Fig. 1: run 1, local utilization
Scale bar: 20 um. 7 x 7 tiles, from dark purple (low) to yellow (high), 0 to 100% covered.
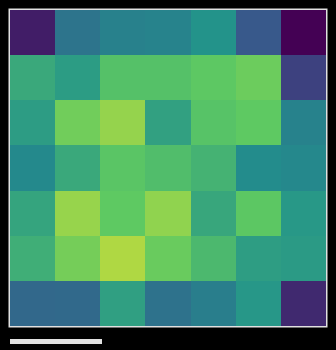
Fig. 2: run 1, routed metal, one color a layer
Two of the layers only.
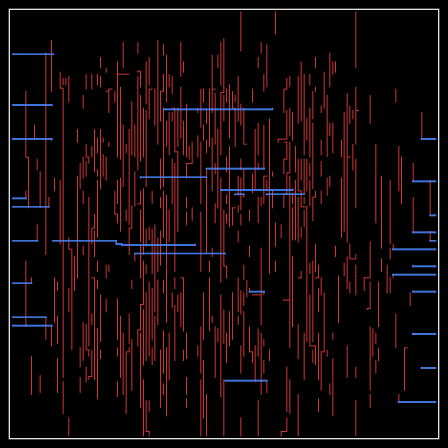
Fig. 3: run 1, clock routing
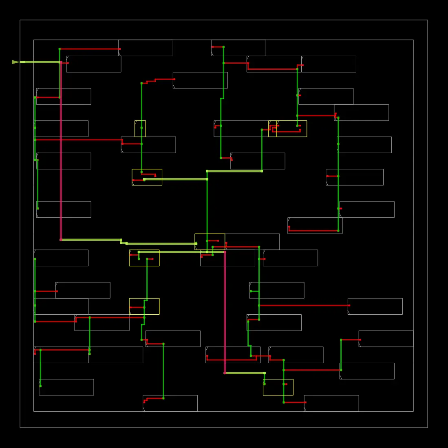
<file path="src/rtl/stream_chunk_sum_pkg.sv">
// Shared definitions for the stream_chunk_sum block: FSM state encoding,
// the default element width and the element-count width helper.
// Optional feature macro: STREAM_CHUNK_SUM_SAT_EN (saturating sums).
package stream_chunk_sum_pkg;

    // Element width of the upstream map stage's intN word
    localparam int INTN_W = 8;

    typedef enum logic {
        ST_ACC  = 1'b0,
        ST_HOLD = 1'b1
    } state_t;

    // Bits needed to count 0..chunk elements
    function automatic int len_w(input int chunk);
        return $clog2(chunk + 1);
    endfunction

endpackage

</file>
<file path="src/rtl/stream_chunk_sum_if.sv">
// Element input stream and chunk-result output stream of stream_chunk_sum.
// The slave modport is the chunk-sum block; the master modport is the
// surrounding logic that feeds elements and consumes results.
interface stream_chunk_sum_if
    import stream_chunk_sum_pkg::*;
#(
    parameter int IN_W  = INTN_W,
    parameter int OUT_W = 16,
    parameter int LEN_W = len_w(4)
) ();

    logic [IN_W-1:0]  in_data;
    logic             in_valid;
    logic             in_last;
    logic             in_ready;
    logic [OUT_W-1:0] out_data;
    logic [LEN_W-1:0] out_len;
    logic             out_sat;
    logic             out_valid;
    logic             out_ready;

    modport slave (
        input  in_data, in_valid, in_last, out_ready,
        output in_ready, out_data, out_len, out_sat, out_valid
    );

    modport master (
        output in_data, in_valid, in_last, out_ready,
        input  in_ready, out_data, out_len, out_sat, out_valid
    );

endinterface

</file>
<file path="src/rtl/stream_chunk_sum_add.sv">
// Combinational accumulator adder: acc + zero-extended element.
// Default build wraps modulo 2^OUT_W. With STREAM_CHUNK_SUM_SAT_EN the sum
// clamps at 2^OUT_W-1 and the ovf output reports the clamp.
module stream_chunk_sum_add
    import stream_chunk_sum_pkg::*;
#(
    parameter int IN_W  = INTN_W,
    parameter int OUT_W = 16
) (
    input  logic [OUT_W-1:0] acc,
    input  logic [IN_W-1:0]  elem,
    output logic [OUT_W-1:0] sum
`ifdef STREAM_CHUNK_SUM_SAT_EN
    ,
    output logic             ovf
`endif
);

`ifdef STREAM_CHUNK_SUM_SAT_EN
    logic [OUT_W:0] wide;

    function automatic logic [OUT_W-1:0] sat_clamp(input logic [OUT_W:0] w);
        return w[OUT_W] ? {OUT_W{1'b1}} : w[OUT_W-1:0];
    endfunction

    // One extra carry bit detects overflow; the clamp replaces the sum
    always_comb begin
        wide = {1'b0, acc} + (OUT_W + 1)'(elem);
        ovf  = wide[OUT_W];
        sum  = sat_clamp(wide);
    end
`else
    // Plain modulo-2^OUT_W addition
    always_comb begin
        sum = acc + OUT_W'(elem);
    end
`endif

endmodule

</file>
<file path="src/rtl/stream_chunk_sum.sv">
// Chunk accumulator for a valid/ready element stream. Sums CHUNK accepted
// elements (or fewer, closed early by in_last) and presents each sum with its
// element count on a registered valid/ready result stream. A result held in
// HOLD can be consumed in the same cycle the next chunk's first element
// arrives, so throughput is one element per cycle while out_ready is high.
// Optional feature macro: STREAM_CHUNK_SUM_SAT_EN (saturating sums + out_sat).
module stream_chunk_sum
    import stream_chunk_sum_pkg::*;
#(
    parameter int IN_W  = INTN_W,
    parameter int OUT_W = 16,
    parameter int CHUNK = 4,
    parameter int LEN_W = len_w(CHUNK)
) (
    input  logic              clk,
    input  logic              nrst,
    stream_chunk_sum_if.slave bus
);

    state_t           state_q, state_d;
    logic [OUT_W-1:0] acc_q, acc_d, acc_base;
    logic [OUT_W-1:0] sum;
    logic [OUT_W-1:0] data_q, data_d;
    logic [LEN_W-1:0] cnt_q, cnt_d, cnt_base;
    logic [LEN_W-1:0] len_q, len_d;
    logic             in_xfer, out_xfer, close;

    assign bus.in_ready  = (state_q == ST_ACC) ? 1'b1 : bus.out_ready;
    assign bus.out_valid = (state_q == ST_HOLD);
    assign bus.out_data  = data_q;
    assign bus.out_len   = len_q;

    assign in_xfer  = bus.in_valid & bus.in_ready;
    assign out_xfer = bus.out_valid & bus.out_ready;

    // An element accepted in HOLD starts a fresh chunk, so it adds onto zero
    assign acc_base = (state_q == ST_ACC) ? acc_q : '0;
    assign cnt_base = (state_q == ST_ACC) ? cnt_q : '0;
    assign close    = (cnt_base == LEN_W'(CHUNK - 1)) || bus.in_last;

`ifdef STREAM_CHUNK_SUM_SAT_EN
    logic ovf, flag_q, flag_d, flag_base, sat_q, sat_d;

    assign flag_base   = (state_q == ST_ACC) ? flag_q : 1'b0;
    assign bus.out_sat = sat_q;

    stream_chunk_sum_add #(.IN_W(IN_W), .OUT_W(OUT_W)) u_add (
        .acc  (acc_base),
        .elem (bus.in_data),
        .sum  (sum),
        .ovf  (ovf)
    );
`else
    assign bus.out_sat = 1'b0;

    stream_chunk_sum_add #(.IN_W(IN_W), .OUT_W(OUT_W)) u_add (
        .acc  (acc_base),
        .elem (bus.in_data),
        .sum  (sum)
    );
`endif

    // Next state: close or extend the chunk on an accepted element, else drain
    always_comb begin
        state_d = state_q;
        acc_d   = acc_q;
        cnt_d   = cnt_q;
        data_d  = data_q;
        len_d   = len_q;
`ifdef STREAM_CHUNK_SUM_SAT_EN
        flag_d  = flag_q;
        sat_d   = sat_q;
`endif
        if (in_xfer) begin
            if (close) begin
                data_d  = sum;
                len_d   = cnt_base + LEN_W'(1);
                acc_d   = '0;
                cnt_d   = '0;
                state_d = ST_HOLD;
`ifdef STREAM_CHUNK_SUM_SAT_EN
                sat_d   = flag_base | ovf;
                flag_d  = 1'b0;
`endif
            end else begin
                acc_d   = sum;
                cnt_d   = cnt_base + LEN_W'(1);
                state_d = ST_ACC;
`ifdef STREAM_CHUNK_SUM_SAT_EN
                flag_d  = flag_base | ovf;
`endif
            end
        end else if (out_xfer) begin
            state_d = ST_ACC;
        end
    end

    // State, accumulator and result registers; reset drops any partial chunk
    always_ff @(posedge clk or negedge nrst) begin
        if (!nrst) begin
            state_q <= ST_ACC;
            acc_q   <= '0;
            cnt_q   <= '0;
            data_q  <= '0;
            len_q   <= '0;
`ifdef STREAM_CHUNK_SUM_SAT_EN
            flag_q  <= 1'b0;
            sat_q   <= 1'b0;
`endif
        end else begin
            state_q <= state_d;
            acc_q   <= acc_d;
            cnt_q   <= cnt_d;
            data_q  <= data_d;
            len_q   <= len_d;
`ifdef STREAM_CHUNK_SUM_SAT_EN
            flag_q  <= flag_d;
            sat_q   <= sat_d;
`endif
        end
    end

endmodule
</file>
<file path="src/flat_wrapper.sv">
// flat-port wrapper written by rule: the top's interface ports become plain ports
module stream_chunk_sum_flat import stream_chunk_sum_pkg::*;
#(
    parameter int IN_W  = INTN_W,
    parameter int OUT_W = 16,
    parameter int CHUNK = 4,
    parameter int LEN_W = len_w(CHUNK)
)
  (clk, nrst, bus_in_data, bus_in_valid, bus_in_last, bus_out_ready, bus_in_ready, bus_out_data, bus_out_len, bus_out_sat, bus_out_valid);
  stream_chunk_sum_if #(.IN_W(IN_W), .OUT_W(OUT_W), .LEN_W(LEN_W)) bus_i ();
  input  logic clk;
  input  logic nrst;
  input wire logic [$bits(bus_i.in_data)-1:0] bus_in_data;
  input wire logic [$bits(bus_i.in_valid)-1:0] bus_in_valid;
  input wire logic [$bits(bus_i.in_last)-1:0] bus_in_last;
  input wire logic [$bits(bus_i.out_ready)-1:0] bus_out_ready;
  output wire logic [$bits(bus_i.in_ready)-1:0] bus_in_ready;
  output wire logic [$bits(bus_i.out_data)-1:0] bus_out_data;
  output wire logic [$bits(bus_i.out_len)-1:0] bus_out_len;
  output wire logic [$bits(bus_i.out_sat)-1:0] bus_out_sat;
  output wire logic [$bits(bus_i.out_valid)-1:0] bus_out_valid;
  assign bus_i.in_data = bus_in_data;
  assign bus_i.in_valid = bus_in_valid;
  assign bus_i.in_last = bus_in_last;
  assign bus_i.out_ready = bus_out_ready;
  assign bus_in_ready = bus_i.in_ready;
  assign bus_out_data = bus_i.out_data;
  assign bus_out_len = bus_i.out_len;
  assign bus_out_sat = bus_i.out_sat;
  assign bus_out_valid = bus_i.out_valid;
  stream_chunk_sum #(.IN_W(IN_W), .OUT_W(OUT_W), .CHUNK(CHUNK), .LEN_W(LEN_W)) u_core (.clk(clk), .nrst(nrst), .bus(bus_i));
endmodule
</file>
<file path="config.mk">
export PLATFORM = sky130hd
export DESIGN_NAME = stream_chunk_sum_flat
export DESIGN_NICKNAME = d
export VERILOG_FILES = /design/src/rtl/stream_chunk_sum_pkg.sv /design/src/rtl/stream_chunk_sum_if.sv /design/src/rtl/stream_chunk_sum_add.sv /design/src/rtl/stream_chunk_sum.sv /design/src/flat_wrapper.sv
export SDC_FILE = /design/constraint.sdc
export NUM_CORES = 1
export LEC_CHECK = 0
export CORE_MARGIN = 2
export CORE_UTILIZATION = 53
export DETAILED_ROUTE_END_ITERATION = 12
export PLACE_DENSITY_LB_ADDON = 0.08
export SLEW_MARGIN = 10
export SYNTH_ARGS = -nofsm -noshare
export SYNTH_HDL_FRONTEND = slang
export SYNTH_SLANG_ARGS = --single-unit
</file>
<file path="constraint.sdc">
create_clock -name clk -period 3.1 [get_ports clk]
set_input_delay 0.465 -clock clk [delete_from_list [all_inputs] [get_ports clk]]
set_output_delay 0.465 -clock clk [all_outputs]
set_load 0.05 [all_outputs]
</file>
==> report_table.html, run 1 <==
<h2>Implementation results</h2>
<table>
<tr><th>Metric</th><th>Value</th></tr>
<tr><th colspan="2">Floorplan</th></tr>
<tr><td>Die Span Y</td><td>68.63 um</td></tr>
<tr><td>Die outline area</td><td>around 0.0047 mm^2</td></tr>
<tr><td>Horizontal die size</td><td>~69 um</td></tr>
<tr><th colspan="2">Cells and area</th></tr>
<tr><td>Cell area after layout</td><td>~0.0027 mm^2</td></tr>
<tr><td>Leading cell types in the layout, fill and taps excluded</td><td>dfrtp_1 (38), nand2_1 (36), clkdlybuf4s50_1 (32), nand3_1 (15), nor2_1 (13)</td></tr>
<tr><th colspan="2">Clocking</th></tr>
<tr><td>Number of hold buffers added after cts</td><td>0</td></tr>
<tr><td>Post_cts resized</td><td>0</td></tr>
<tr><td>Post-CTS clock slew at the launch and capture registers of the worst setup and hold paths</td><td>~0.080 ns</td></tr>
<tr><th colspan="2">Logic synthesis</th></tr>
<tr><td>Post-synthesis average cell area</td><td>about 9.4 um^2</td></tr>
<tr><td>Number of cell instances after yosys synthesis</td><td>about 240</td></tr>
<tr><td>Leading post-synthesis cells by cell area</td><td>dfrtp_1 (44%), nand2_1 (6.1%), ha_1 (5.7%)</td></tr>
<tr><td>Synthesized flop and latch total</td><td>39</td></tr>
<tr><td>Leading register cell type out of synthesis</td><td>dfrtp_1</td></tr>
<tr><td>Top cell type's share of synthesized area</td><td>~44%</td></tr>
<tr><th colspan="2">Placement</th></tr>
<tr><td>Setup slack after placement</td><td>~0.41 ns</td></tr>
<tr><td>Placer congestion estimate</td><td>0.8557</td></tr>
<tr><td>Inst Count DP</td><td>approximately 320</td></tr>
<tr><th colspan="2">Drt</th></tr>
<tr><td>Wire length on met1</td><td>2244 um</td></tr>
<tr><td>Number of design rule violations left after detail routing</td><td>0</td></tr>
<tr><td>Topmost layer with routed signal wires</td><td>met4</td></tr>
<tr><th colspan="2">Pwr</th></tr>
<tr><td>Leak pwr</td><td>1.164 nW</td></tr>
<tr><th colspan="2">Setup path</th></tr>
<tr><td>Critical path start-end classification</td><td>register to register</td></tr>
<tr><td>Timing startpoint of the critical path</td><td>u_core.bus.out_valid</td></tr>
<tr><td>Reg2reg end</td><td>u_core.bus.out_data[10]</td></tr>
<tr><th colspan="2">Global route</th></tr>
<tr><td>Largest net degree at the start of global routing</td><td>roughly 40</td></tr>
<tr><td>Global-route wire length before repair</td><td>8397 um</td></tr>
<tr><th colspan="2">Status</th></tr>
<tr><td>Outcome</td><td>finished clean</td></tr>
<tr><th colspan="2">Timing</th></tr>
<tr><td>Measured slew at the worst slew-check pin</td><td>0.8593 ns</td></tr>
<tr><td>Setup tns final</td><td>0 ns</td></tr>
<tr><td>Setup repair after global routing missed its margin</td><td>false</td></tr>
</table>
## Picture notes: Fig. 1
- emptiest ninth of the die: north-east
- densest ninth of the die: center
- tiles over 75% full: 18%
- nearly empty tiles: 2.0%
- mean over tiles: 56%
- fullest tile: 88%
total core area: 0.004000 mm^2
final core utilization: 67.78%
initial standard-cell utilization of the core: 55.33%

## Picture notes: Fig. 2
- met2: red (wire length 2,310 um)
- met3: blue (wire length 192 um)
wire length reported by the detailed router: 4791 um
routed length per placed instance: 14.74 um

## Picture notes: Fig. 3
cts bufs inserted: 5
Skew-Pair Late Insertion Delay: 0.29 ns
clock tree buffer count of the final layout: 7
count of sequential standard cells: 39
power consumed by the clock network: 0.000358 W

-- run 1: cell families (layout without fill, tap and decap cells) --
group	Yosys count	after routing	synth area share [%]
muxes	5	5	2.487
and+or+nand+nor	95	95	21.03
buffers and inverters	18	57	3.448
AOI/OAI and AO/OA	58	58	18.65
xor gates and xnor gates	9	9	3.561
DFF	39	39	44.09
adders and majority gates	11	11	6.557
other	1	1	0.1694
-- run 1: final cells by class --
class                   count  area (um^2)
clock buffers               7        86.33
inverters                   7        26.28
multi-input cells         179         1161
well taps                  50        62.56
flip-flops and latches     39        977.2
fillers                   341         1289
clock inverters             1        5.005
repair buffers             42        392.9
-- run 1: registers in the layout, summed over array words and instances, names as in the netlist --
name,count
u_core.bus.out_data,16
u_core.bus.out_len,3
u_core.bus.out_valid,1
u_core.acc_q,16
u_core.cnt_q,3
-- run 1: how the worst min path moves through the flow --
| stage | endpoint | cells after the start | start | slack (ns) |
|---|---|---|---|---|
| final | u_core.bus.out_len[2] | 1 | nrst | 0.27 |
| after global routing | u_core.acc_q[11] | 1 | nrst | 0.36 |
| after CTS | u_core.bus.out_data[10] | 1 | nrst | 0.32 |
| after detailed placement | u_core.cnt_q[0] | 2 | u_core.cnt_q[0] | 0.46 |
| after global placement | u_core.acc_q[2] | 2 | u_core.acc_q[2] | 0.46 |
| after floorplan | u_core.acc_q[0] | 0 | nrst | 0.17 |
-- run 1: report_power, final --
part	total, W	internal (W)	switching [W]
clock	0.000358	0.000180	0.000179
sequential	0.000647	0.000597	0.0000498
combinational	0.000695	0.000254	0.000441
-- run 1: critical path, cell delays in order, from the launching register on --
cell and delay, ns:
dfrtp_2 0.54, nor2b_1 0.09, ha_1 0.21, fa_1 0.40, a21oi_1 0.28, o221ai_1 0.29, nand4_1 0.23, xor2_1 0.08
o31ai_1 0.20
Fig. 4: run 1, signal metal coverage by tile
14 x 14 tiles, from dark purple (low) to yellow (high), scaled to the fullest tile. Values are wire area over tile area, all layers added.
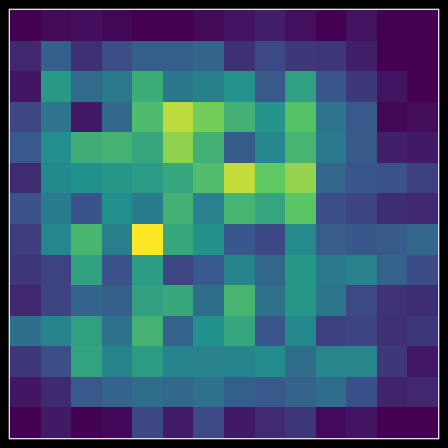

==> run 2, diff against run 1 <==
Clock period 3.1 ns to 2.4 ns, I/O delays scaled along.
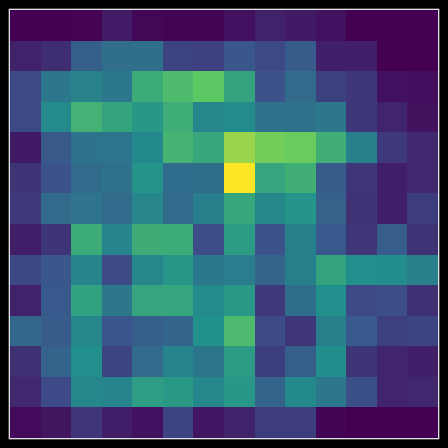
Fig. 5. Signal metal coverage by tile (run 2).
14 x 14 tiles, from dark purple (low) to yellow (high), scaled to the fullest tile. Values are wire area over tile area, all layers added.
- emptiest ninth of the die: north-east
- nearly empty tiles: 7.7%
- mean over tiles: 0.18
- tiles over half the peak: 18%
- fullest tile: 0.57
- densest ninth of the die: center
total via count after detailed routing: 1,961
total routing usage reported by global routing: 24.92%
wire length reported by the detailed router: 5190 um
routed length per placed instance: 15.22 um

==> report_table.html, run 2 <==
<h2>Implementation results</h2>
<table>
<tr><th>Metric</th><th>Value</th></tr>
<tr><th colspan="2">Status</th></tr>
<tr><td>Outcome</td><td>finished clean</td></tr>
<tr><th colspan="2">Setup path</th></tr>
<tr><td>Cell at the slowest stage of the critical path</td><td>dfrtp_2</td></tr>
<tr><td>Cell family contributing the most delay on the critical path</td><td>AND-OR/OR-AND gates</td></tr>
<tr><td>Worst path buffer plus inverter count</td><td>1</td></tr>
<tr><td>Critical-path cell list</td><td>clkbuf_4, nor2b_1, ha_1, nand3_1, or2_0, a2111o_1, a2111o_1, nand3_1</td></tr>
<tr><td>Critical path start-end classification</td><td>register to register</td></tr>
<tr><td>Slowest cell delay on critical path</td><td>about 0.43 ns</td></tr>
<tr><th colspan="2">Placement</th></tr>
<tr><td>Inst Count DP</td><td>between 300 and 400</td></tr>
<tr><td>Setup slack after placement</td><td>-0.07650 ns</td></tr>
<tr><th colspan="2">Logic synthesis</th></tr>
<tr><td>Leading register cell type out of synthesis</td><td>dfrtp_1</td></tr>
<tr><td>Leading post-synthesis cells by cell area</td><td>dfrtp_1 (44%), nand2_1 (6.1%), ha_1 (5.7%)</td></tr>
<tr><td>Post-synthesis average cell area</td><td>9.379 um^2</td></tr>
<tr><td>Synthesized flop and latch total</td><td>39</td></tr>
<tr><td>Top cell type's share of synthesized area</td><td>around 44%</td></tr>
<tr><th colspan="2">Cells and area</th></tr>
<tr><td>Signal buffers share of area</td><td>18.03%</td></tr>
<tr><td>Clock tree buffer count of the final layout</td><td>6</td></tr>
<tr><td>Comb. cell area</td><td>~0.0012 mm^2</td></tr>
<tr><td>Non-Clock Inverter Count</td><td>7</td></tr>
<tr><td>Count of sequential standard cells</td><td>39</td></tr>
<tr><td>Fraction of area in registers</td><td>approximately 34%</td></tr>
<tr><td>Reg area</td><td>977.2 um^2</td></tr>
<tr><td>Dominant class by area</td><td>logic gates</td></tr>
<tr><td>Cell area after layout</td><td>a little under 0.003 mm^2</td></tr>
<tr><td>Number of ordinary and repair buffers in the finished layout</td><td>58</td></tr>
<tr><th colspan="2">Drt</th></tr>
<tr><td>Number of design rule violations left after detail routing</td><td>0</td></tr>
<tr><th colspan="2">Floorplan</th></tr>
<tr><td>Total core area</td><td>0.004000 mm^2</td></tr>
<tr><td>Tapcells</td><td>50</td></tr>
<tr><td>Die Span Y</td><td>around 69 um</td></tr>
<tr><td>Horizontal die size</td><td>68.63 um</td></tr>
<tr><td>Die outline area</td><td>between 0.004 and 0.005 mm^2</td></tr>
<tr><td>Initial standard-cell utilization of the core</td><td>55.33%</td></tr>
<tr><th colspan="2">Clocking</th></tr>
<tr><td>Post-CTS clock slew at the launch and capture registers of the worst setup and hold paths</td><td>0.08 ns</td></tr>
<tr><td>Skew-Pair Late Insertion Delay</td><td>around 0.29 ns</td></tr>
<tr><td>Number of hold buffers added after cts</td><td>0</td></tr>
<tr><td>Cts bufs inserted</td><td>5</td></tr>
<tr><th colspan="2">Timing</th></tr>
<tr><td>Setup tns final</td><td>0 ns</td></tr>
<tr><td>Measured slew at the worst slew-check pin</td><td>between 0.5 and 0.6 ns</td></tr>
<tr><th colspan="2">Pwr</th></tr>
<tr><td>Leak pwr</td><td>between 1 and 1.5 nW</td></tr>
</table>
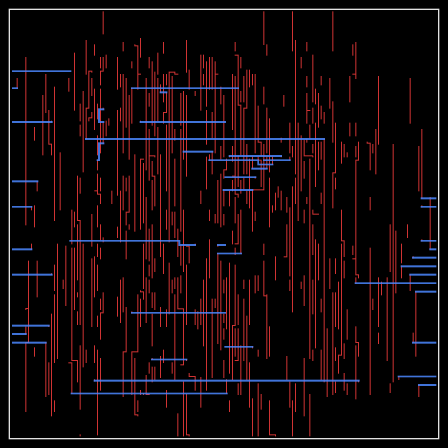
Fig. 6. Routed metal, one color a layer (run 2).
Two of the layers only.

## run 2: cell families after synthesis
| group | Yosys count | share of synthesized area [%] |
|---|---|---|
| flops | 39 | 44.09 |
| compound gates | 58 | 18.65 |
| simple gates | 95 | 21.03 |
| other cells | 1 | 0.1694 |
| xor+xnor | 9 | 3.561 |
| buf+inv | 18 | 3.448 |
| fa+ha+maj | 11 | 6.557 |
| mux | 5 | 2.487 |
## run 2: what timing repair did
item / 4_1_cts / 5_1_grt
setup buffers: 0 / 6
gates resized: 0 / 0
setup endpoints to repair: 0 / 5
endpoints found under the hold margin: 0 / 0
## run 2: worst paths after layout
check,startpoint,endpoint,cells past startpoint
worst max-delay path,u_core.bus.out_valid,u_core.bus.out_data[9],8
worst min-delay path,nrst,u_core.cnt_q[0],1
worst max register to register,u_core.bus.out_valid,u_core.bus.out_data[9],8
worst min register to register,u_core.bus.out_data[1],u_core.bus.out_data[1],2
max in group asynchronous,nrst,u_core.bus.out_data[5],2
min in group clk,u_core.bus.out_data[1],u_core.bus.out_data[1],2
## run 2: metrics by stage
step                      power (W)  hold WS [ns]
after global routing       0.002594       0.06683
after floorplan            0.001485       0.06441
final                      0.002461       0.02512
after global placement     0.001783        0.3603
after CTS                  0.002460       0.04749
after detailed placement   0.001798        0.3656
## run 2: report_power, final
part	switching [W]	internal [W]	leakage, nW
registers	0.0000617	0.000771	0.512
clock network	0.000233	0.000416	0.0654
logic	0.000600	0.000380	0.689
total	0.000894	0.00157	1.27
## run 2: routing by layer
layer	wire (um)	part of all wire [%]	up-vias	GRT usage, %
met3	327	6.3	7	5.682
met4	63	1.2	0	6.750
met1	2395	46	933	33.58
met5	0	0	-	0
met2	2403	46	62	40.26
li1	-	-	959	-
Fig. 7: run 2, local utilization
Scale bar: 20 um. 7 x 7 tiles, from dark purple (low) to yellow (high), 0 to 100% covered.
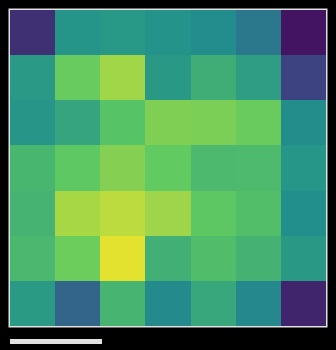

==> run 3, diff against run 2 <==
Settings changed: CORE_UTILIZATION 53 to 57, SKIP_LAST_GASP set to 1.
Clock period 2.4 ns to 2.7 ns, I/O delays scaled along.
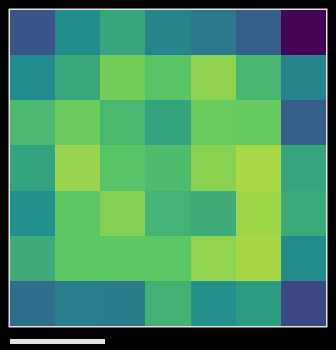
Fig. 8. Local utilization (run 3).
Scale bar: 20 um. 7 x 7 tiles, from dark purple (low) to yellow (high), 0 to 100% covered.
- fullest tile: 87%
- nearly empty tiles: 2.0%
- tiles over 75% full: 25%
- mean over tiles: 60%
- emptiest ninth of the die: north-east
total core area: 0.003689 mm^2
final core utilization: 73.58%
initial standard-cell utilization of the core: 60.01%

==> report_table.html, run 3 <==
<h2>Implementation results</h2>
<table>
<tr><th>Metric</th><th>Value</th></tr>
<tr><th colspan="2">Global route</th></tr>
<tr><td>Global-route wire length before repair</td><td>8155 um</td></tr>
<tr><td>Largest net degree at the start of global routing</td><td>40</td></tr>
<tr><th colspan="2">Logic synthesis</th></tr>
<tr><td>Synthesized net count</td><td>between 200 and 300</td></tr>
<tr><td>Number of cell instances after yosys synthesis</td><td>about 240</td></tr>
<tr><td>Post-synthesis average cell area</td><td>roughly 9.4 um^2</td></tr>
<tr><td>Leading post-synthesis cells by cell area</td><td>dfrtp_1 (44%), nand2_1 (6.1%), ha_1 (5.7%)</td></tr>
<tr><td>Synthesized flop and latch total</td><td>39</td></tr>
<tr><td>Top cell type's share of synthesized area</td><td>between 40% and 50%</td></tr>
<tr><td>Top cells by count</td><td>dfrtp_1 (39), nand2_1 (36), nand3_1 (15)</td></tr>
<tr><td>Leading register cell type out of synthesis</td><td>dfrtp_1</td></tr>
<tr><th colspan="2">Placement</th></tr>
<tr><td>PortBufs</td><td>33</td></tr>
<tr><td>Placer congestion estimate</td><td>0.8663</td></tr>
<tr><td>Setup slack after placement</td><td>~0.15 ns</td></tr>
<tr><td>Inst Count DP</td><td>315</td></tr>
<tr><th colspan="2">Clocking</th></tr>
<tr><td>Number of hold buffers added after cts</td><td>0</td></tr>
<tr><td>Post_cts resized</td><td>0</td></tr>
<tr><td>Cts bufs inserted</td><td>5</td></tr>
<tr><td>Post-CTS clock slew at the launch and capture registers of the worst setup and hold paths</td><td>about 0.08 ns</td></tr>
<tr><td>Number of buffers between clock root and the deepest sink</td><td>2</td></tr>
<tr><td>Skew-Pair Late Insertion Delay</td><td>~0.30 ns</td></tr>
<tr><td>H-tree lvl count</td><td>2</td></tr>
<tr><td>Post-CTS setup-driven buffer insertion count</td><td>0</td></tr>
<tr><th colspan="2">Cells and area</th></tr>
<tr><td>Cell area after layout</td><td>0.002714 mm^2</td></tr>
<tr><td>Number of fill cells in the layout</td><td>around 300</td></tr>
<tr><td>Leading cell types in the layout, fill and taps excluded</td><td>dfrtp_1 (38), nand2_1 (36), clkdlybuf4s50_1 (32), nand3_1 (15), nor2_1 (13)</td></tr>
<tr><td>Most used logic cell in the final layout</td><td>dfrtp_1</td></tr>
<tr><th colspan="2">Timing</th></tr>
<tr><td>Fin Hold WS</td><td>approximately 0.21 ns</td></tr>
<tr><td>Setup repair after global routing missed its margin</td><td>false</td></tr>
<tr><td>Setup tns final</td><td>0 ns</td></tr>
<tr><td>Measured slew at the worst slew-check pin</td><td>around 0.97 ns</td></tr>
<tr><td>Max Clock Freq</td><td>0.4076 GHz</td></tr>
<tr><th colspan="2">Status</th></tr>
<tr><td>Outcome</td><td>finished clean</td></tr>
<tr><th colspan="2">Setup path</th></tr>
<tr><td>Worst path buffer plus inverter count</td><td>0</td></tr>
<tr><td>Cell at the slowest stage of the critical path</td><td>nor2_1</td></tr>
<tr><td>Critical-path cell list</td><td>nor2b_1, ha_1, ha_1, nor2_1, nor2_1, mux2_2</td></tr>
<tr><td>Slowest cell delay on critical path</td><td>between 0.7 and 0.8 ns</td></tr>
<tr><td>Critical path start-end classification</td><td>register to register</td></tr>
<tr><td>Cell family contributing the most delay on the critical path</td><td>simple AND/OR/NAND/NOR gates</td></tr>
<tr><th colspan="2">Drt</th></tr>
<tr><td>Number of design rule violations left after detail routing</td><td>0</td></tr>
<tr><td>Total via count after detailed routing</td><td>1,901</td></tr>
<tr><td>Wire length reported by the detailed router</td><td>around 4800 um</td></tr>
<tr><th colspan="2">Floorplan</th></tr>
<tr><td>Top-level port count</td><td>35</td></tr>
<tr><td>Horizontal die size</td><td>roughly 66 um</td></tr>
<tr><td>Die Span Y</td><td>between 60 and 70 um</td></tr>
<tr><td>Die outline area</td><td>0.004398 mm^2</td></tr>
<tr><th colspan="2">Pwr</th></tr>
<tr><td>Leak pwr</td><td>between 1 and 1.5 nW</td></tr>
<tr><td>Overall Power</td><td>0.001936 W</td></tr>
</table>
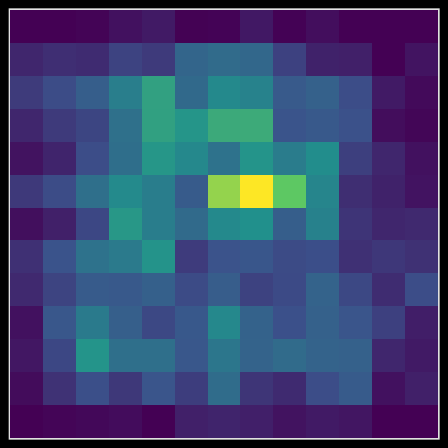
Fig. 9. Signal metal coverage by tile (run 3).
13 x 13 tiles, from dark purple (low) to yellow (high), scaled to the fullest tile. Values are wire area over tile area, all layers added.
routed length per placed instance: 14.78 um
total routing usage reported by global routing: 24.43%

-- run 3: layout make-up --
cell class / count / area, um^2 / area share [%]
inverters: 7 / 26.28 / 0.9682
multi-input cells: 179 / 1161 / 42.78
clock inverters: 3 / 15.01 / 0.5533
flip-flops and latches: 39 / 977.2 / 36.01
clock buffers: 5 / 68.82 / 2.536
well taps: 48 / 60.06 / 2.213
repair buffers: 42 / 405.4 / 14.94
-- run 3: worst paths after layout --
check,start,endpoint,slack (ns),cells after the start
max,u_core.bus.out_valid,u_core.bus.out_data[3],0.25,6
min,nrst,u_core.bus.out_len[2],0.21,1
max reg2reg,u_core.bus.out_valid,u_core.bus.out_data[3],0.25,6
min reg2reg,u_core.bus.out_data[8],u_core.bus.out_data[8],0.48,2
max in group asynchronous,nrst,u_core.bus.out_valid,1.90,1
min in group clk,u_core.bus.out_data[8],u_core.bus.out_data[8],0.48,2
-- run 3: where the power goes --
group | leakage [nW] | internal, W | switching, W
combinational | 0.609 | 0.000298 | 0.000509
sequential | 0.512 | 0.000685 | 0.0000586
clock | 0.0477 | 0.000177 | 0.000208
-- run 3: kinds of logic after synthesis --
kind of cell	synth area share, %
compound gates	18.65
other cells	0.1694
buf+inv	3.448
flops	44.09
xor+xnor	3.561
simple gates	21.03
mux	2.487
fa+ha+maj	6.557
-- run 3: per-layer routing --
metal	part of all wire (%)	wire length (um)	global-route usage, %
met5	0	0	0
met4	1.5	71	7.653
met3	5.1	243	5.281
met2	48	2276	40.38
met1	46	2182	32.00

## Gallery

Register map, names as in the netlist.
Scale bar: 20 um. Other sequential cells in the stronger gray, the rest of the logic in the fainter gray.
(a)
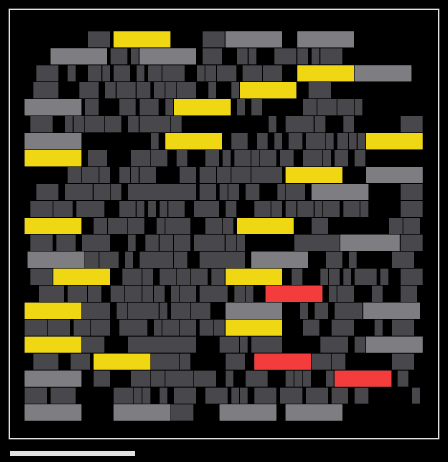
(b)
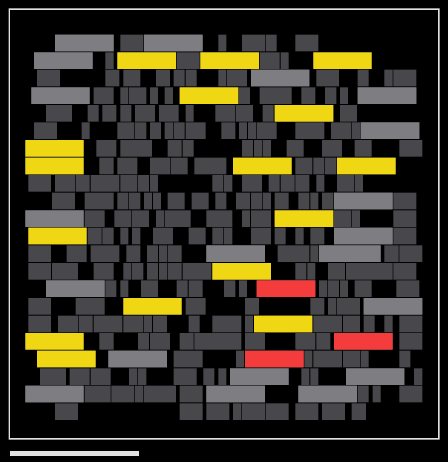
run 2: (a)
run 3: (b)

Key to (a):
- u_core.acc_q: yellow (flops 16)
- u_core.cnt_q: red (flops 3)

Power is estimated from default activity; no workload was simulated.
